**config.mk**
```make
export PLATFORM = sky130hd
export DESIGN_NAME = cordic_rot_sequencer
export DESIGN_NICKNAME = d
export VERILOG_FILES = /design/src/rtl/cordic_rot_sequencer.sv
export SDC_FILE = /design/constraint.sdc
export NUM_CORES = 1
export LEC_CHECK = 0
export CAP_MARGIN = 20
export CELL_PAD_IN_SITES_DETAIL_PLACEMENT = 1
export CELL_PAD_IN_SITES_GLOBAL_PLACEMENT = 1
export CORE_MARGIN = 4
export CORE_UTILIZATION = 43
export CTS_CLUSTER_DIAMETER = 100
export DETAILED_ROUTE_END_ITERATION = 6
export PLACE_DENSITY_LB_ADDON = 0.2
export SLEW_MARGIN = 5
export SYNTH_ARGS = -nofsm -noshare
export SYNTH_HDL_FRONTEND = slang
export SYNTH_SLANG_ARGS = --single-unit
```
**constraint.sdc**
```tcl
create_clock -name clk -period 5.37 [get_ports clk]
set_input_delay 1.611 -clock clk [delete_from_list [all_inputs] [get_ports clk]]
set_output_delay 1.611 -clock clk [all_outputs]
set_load 0.05 [all_outputs]
```
**src/rtl/cordic_rot_sequencer.sv**
```systemverilog
// Sequential CORDIC rotator. Each accepted (x, y) pair gets one initial stage and then
// cordic_steps-1 shift-and-add micro-rotations. The result is held until out_ready is seen.
module cordic_rot_sequencer #(
    parameter int unsigned data_width   = 16,
    parameter int unsigned cordic_steps = 16
) (
    input  logic                    clk,
    input  logic                    nreset,
    input  logic                    in_valid,
    output logic                    in_ready,
    input  logic [data_width-1:0]   x_in,
    input  logic [data_width-1:0]   y_in,
    input  logic [1:0]              quad_in,
    output logic                    out_valid,
    input  logic                    out_ready,
    output logic [data_width-1:0]   x_out,
    output logic [data_width-1:0]   y_out,
    output logic [cordic_steps-1:0] micro_rotation_out,
    output logic [1:0]              quad_out,
    output logic                    busy
);

    localparam int unsigned step_w = $clog2(cordic_steps);
    localparam logic [step_w-1:0] last_step = step_w'(cordic_steps - 1);

    typedef enum logic [1:0] {StIdle, StInit, StIter, StHold} state_t;

    state_t                        state_q, state_d;
    logic [step_w-1:0]             step_q, step_d;
    logic signed [data_width-1:0]  x_q, x_d, y_q, y_d;
    logic signed [data_width-1:0]  x_sh, y_sh;
    logic [cordic_steps-1:0]       mr_q, mr_d;
    logic [1:0]                    quad_q, quad_d;

    assign x_sh = x_q >>> step_q;
    assign y_sh = y_q >>> step_q;

    always_comb begin
        state_d = state_q;
        step_d  = step_q;
        x_d     = x_q;
        y_d     = y_q;
        mr_d    = mr_q;
        quad_d  = quad_q;
        unique case (state_q)
            StIdle: begin
                if (in_valid) begin
                    x_d     = x_in;
                    y_d     = y_in;
                    quad_d  = quad_in;
                    state_d = StInit;
                end
            end
            StInit: begin
                x_d     = x_q + y_q;
                y_d     = y_q - x_q;
                mr_d    = cordic_steps'(1);
                step_d  = step_w'(1);
                state_d = StIter;
            end
            StIter: begin
                // Rotate positively while y is non-negative, driving y towards zero.
                if (!y_q[data_width-1]) begin
                    x_d          = x_q + y_sh;
                    y_d          = y_q - x_sh;
                    mr_d[step_q] = 1'b1;
                end else begin
                    x_d          = x_q - y_sh;
                    y_d          = y_q + x_sh;
                    mr_d[step_q] = 1'b0;
                end
                // Counter parks on the last stage so it never wraps within a job.
                if (step_q == last_step) begin
                    state_d = StHold;
                end else begin
                    step_d = step_q + 1'b1;
                end
            end
            StHold: begin
                if (out_ready) begin
                    state_d = StIdle;
                end
            end
            default: state_d = StIdle;
        endcase
    end

    always_ff @(posedge clk or negedge nreset) begin
        if (!nreset) begin
            state_q <= StIdle;
            step_q  <= '0;
            x_q     <= '0;
            y_q     <= '0;
            mr_q    <= '0;
            quad_q  <= '0;
        end else begin
            state_q <= state_d;
            step_q  <= step_d;
            x_q     <= x_d;
            y_q     <= y_d;
            mr_q    <= mr_d;
            quad_q  <= quad_d;
        end
    end

    assign in_ready           = (state_q == StIdle);
    assign out_valid          = (state_q == StHold);
    assign busy               = (state_q != StIdle);
    assign x_out              = x_q;
    assign y_out              = y_q;
    assign micro_rotation_out = mr_q;
    assign quad_out           = quad_q;

endmodule

```
Figure 1. Routing congestion map.
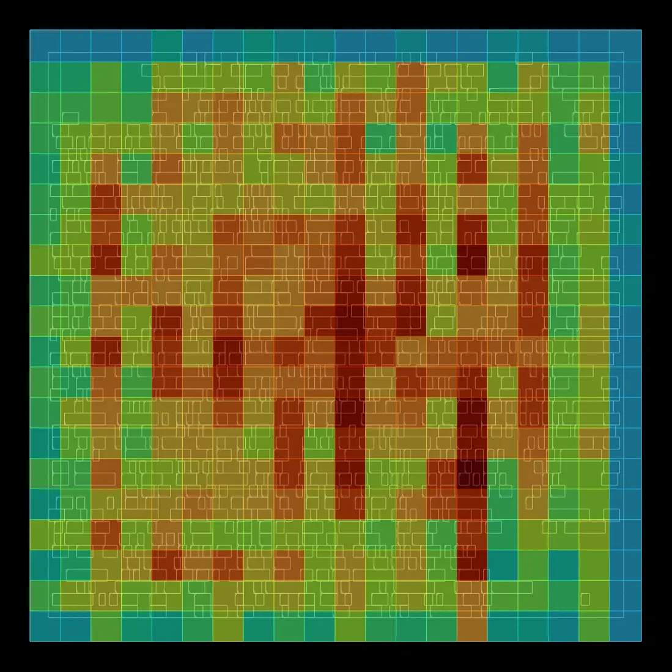
total track usage: 0.263
average wire per standard cell: 21.6 um

Figure 2. Routed clock nets over the placement.
(2 px per um)
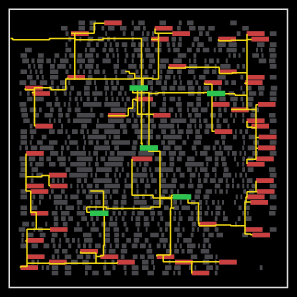
[clock wires] yellow | length: 1120 um
[clock drivers] green | count: 5
[flip-flops] red | count: 56
flops lie	all over the die

Figure 3. A small window of the routed layout.
Window x 94 to 114, y 25 to 45 um. Cells in grey, sequential cells in the stronger grey; small squares are vias.
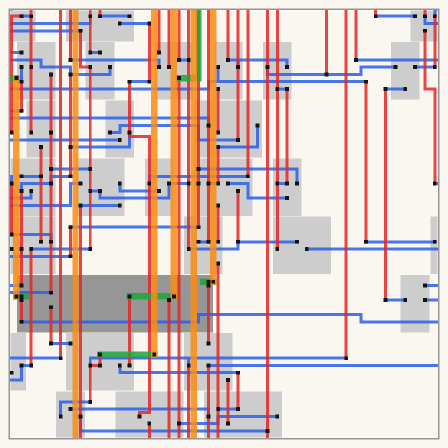
layer	colour
metal 1	blue
metal 3	green
metal 4	orange
metal 2	red
cells with their middle in the window	27
netlist names of flops here include	x_out (1)
sequential cells in the window	1
most frequent	nor2_1 (6), nand2_1 (6)

==> tab_implementation.tex <==
% Synthesis and place-and-route results
\begin{tabular}{lr}
\hline
Metric & Value \\
\hline
\multicolumn{2}{l}{\textbf{Outcome}} \\
\quad Status & complete, no violations \\
\multicolumn{2}{l}{\textbf{Route}} \\
\quad Iteration tally of the first detailed-router pass & 5 \\
\quad Total wire length & about 26000 um \\
\quad Total via count after detailed routing & 7402 \\
\quad Routed vias/inst & slightly above 6 \\
\quad Met2 wirelength from detailed routing & between 10000 and 15000 um \\
\quad Wire length on met3 & between 1500 and 2000 um \\
\multicolumn{2}{l}{\textbf{GRT}} \\
\quad Number of antenna violations at the first check in global routing & 0 \\
\quad Overflow left after global routing & 0 \\
\quad Largest net degree at the start of global routing & $\sim$57 \\
\multicolumn{2}{l}{\textbf{Critical path}} \\
\quad Max FO, Critical Path & 16 \\
\quad Setup slack of the most critical reg-to-reg path & $\sim$0.27 ns \\
\quad Worst stage delay on the critical path & about 0.57 ns \\
\quad Critical path start-end classification & register to register \\
\quad Crit. End Element & register \\
\quad Endpoint of the worst setup timing path & x\_out[15] \\
\multicolumn{2}{l}{\textbf{Timing}} \\
\quad Transition time at the pin with the least slew margin & 1.04 ns \\
\quad Maximum clock skew at final layout & between 0.008 and 0.009 ns \\
\quad Final setup vio count & 0 \\
\multicolumn{2}{l}{\textbf{Final layout}} \\
\quad Dominant logic cell type in the layout & nand2\_1 \\
\quad Number of antenna diodes & 0 \\
\quad Fraction of area in registers & 0.160 \\
\quad Share of post-route cells with drive strength above 1 & 0.126 \\
\quad Area taken by multi-input logic gates & around 5500 um\^{}2 \\
\quad Layout area overhead & 20.3\% \\
\quad Register area & around 1400 um\^{}2 \\
\multicolumn{2}{l}{\textbf{CTS}} \\
\quad Clk Tree Root Cell & clkbuf\_16 \\
\quad CTS tree & built \\
\quad Number of buffers inserted during clock tree synthesis & 5 \\
\multicolumn{2}{l}{\textbf{Synthesis}} \\
\quad Chip area from the yosys synthesis statistics & between 7000 and 8000 um\^{}2 \\
\quad Post-synth top cells & nand2\_1, nor2\_1, a21oi\_1, o21ai\_0, dfrtp\_1 \\
\quad Mapped Nets & 982 \\
\multicolumn{2}{l}{\textbf{Worst hold path}} \\
\quad Worst hold path class & register to register \\
\hline
\end{tabular}
## metrics by stage
| stage | util | cells | setup TNS [ns] | hold WS (ns) | instance area [um^2] |
|---|---|---|---|---|---|
| after floorplan | - | 894 | 0 | 0.603 | 7300 |
| after global placement | 0.512 | 1182 | 0 | 0.487 | 8520 |
| after detailed placement | 0.512 | 1182 | 0 | 0.499 | 8520 |
| after CTS | 0.522 | 1190 | 0 | 0.518 | 8690 |
| after global routing | 0.528 | 1199 | -0.0404 | 0.533 | 8790 |
| final | 0.528 | 1199 | 0 | 0.514 | 8790 |
## cells by family after synthesis
kind of cell,count (synthesis),share of synthesized area
xor gates and xnor gates,69,0.0827
buffers and inverters,92,0.0545
DFF,56,0.192
and+or+nand+nor,297,0.185
AOI/OAI and AO/OA,236,0.204
adders and majority gates,50,0.0877
muxes,94,0.194
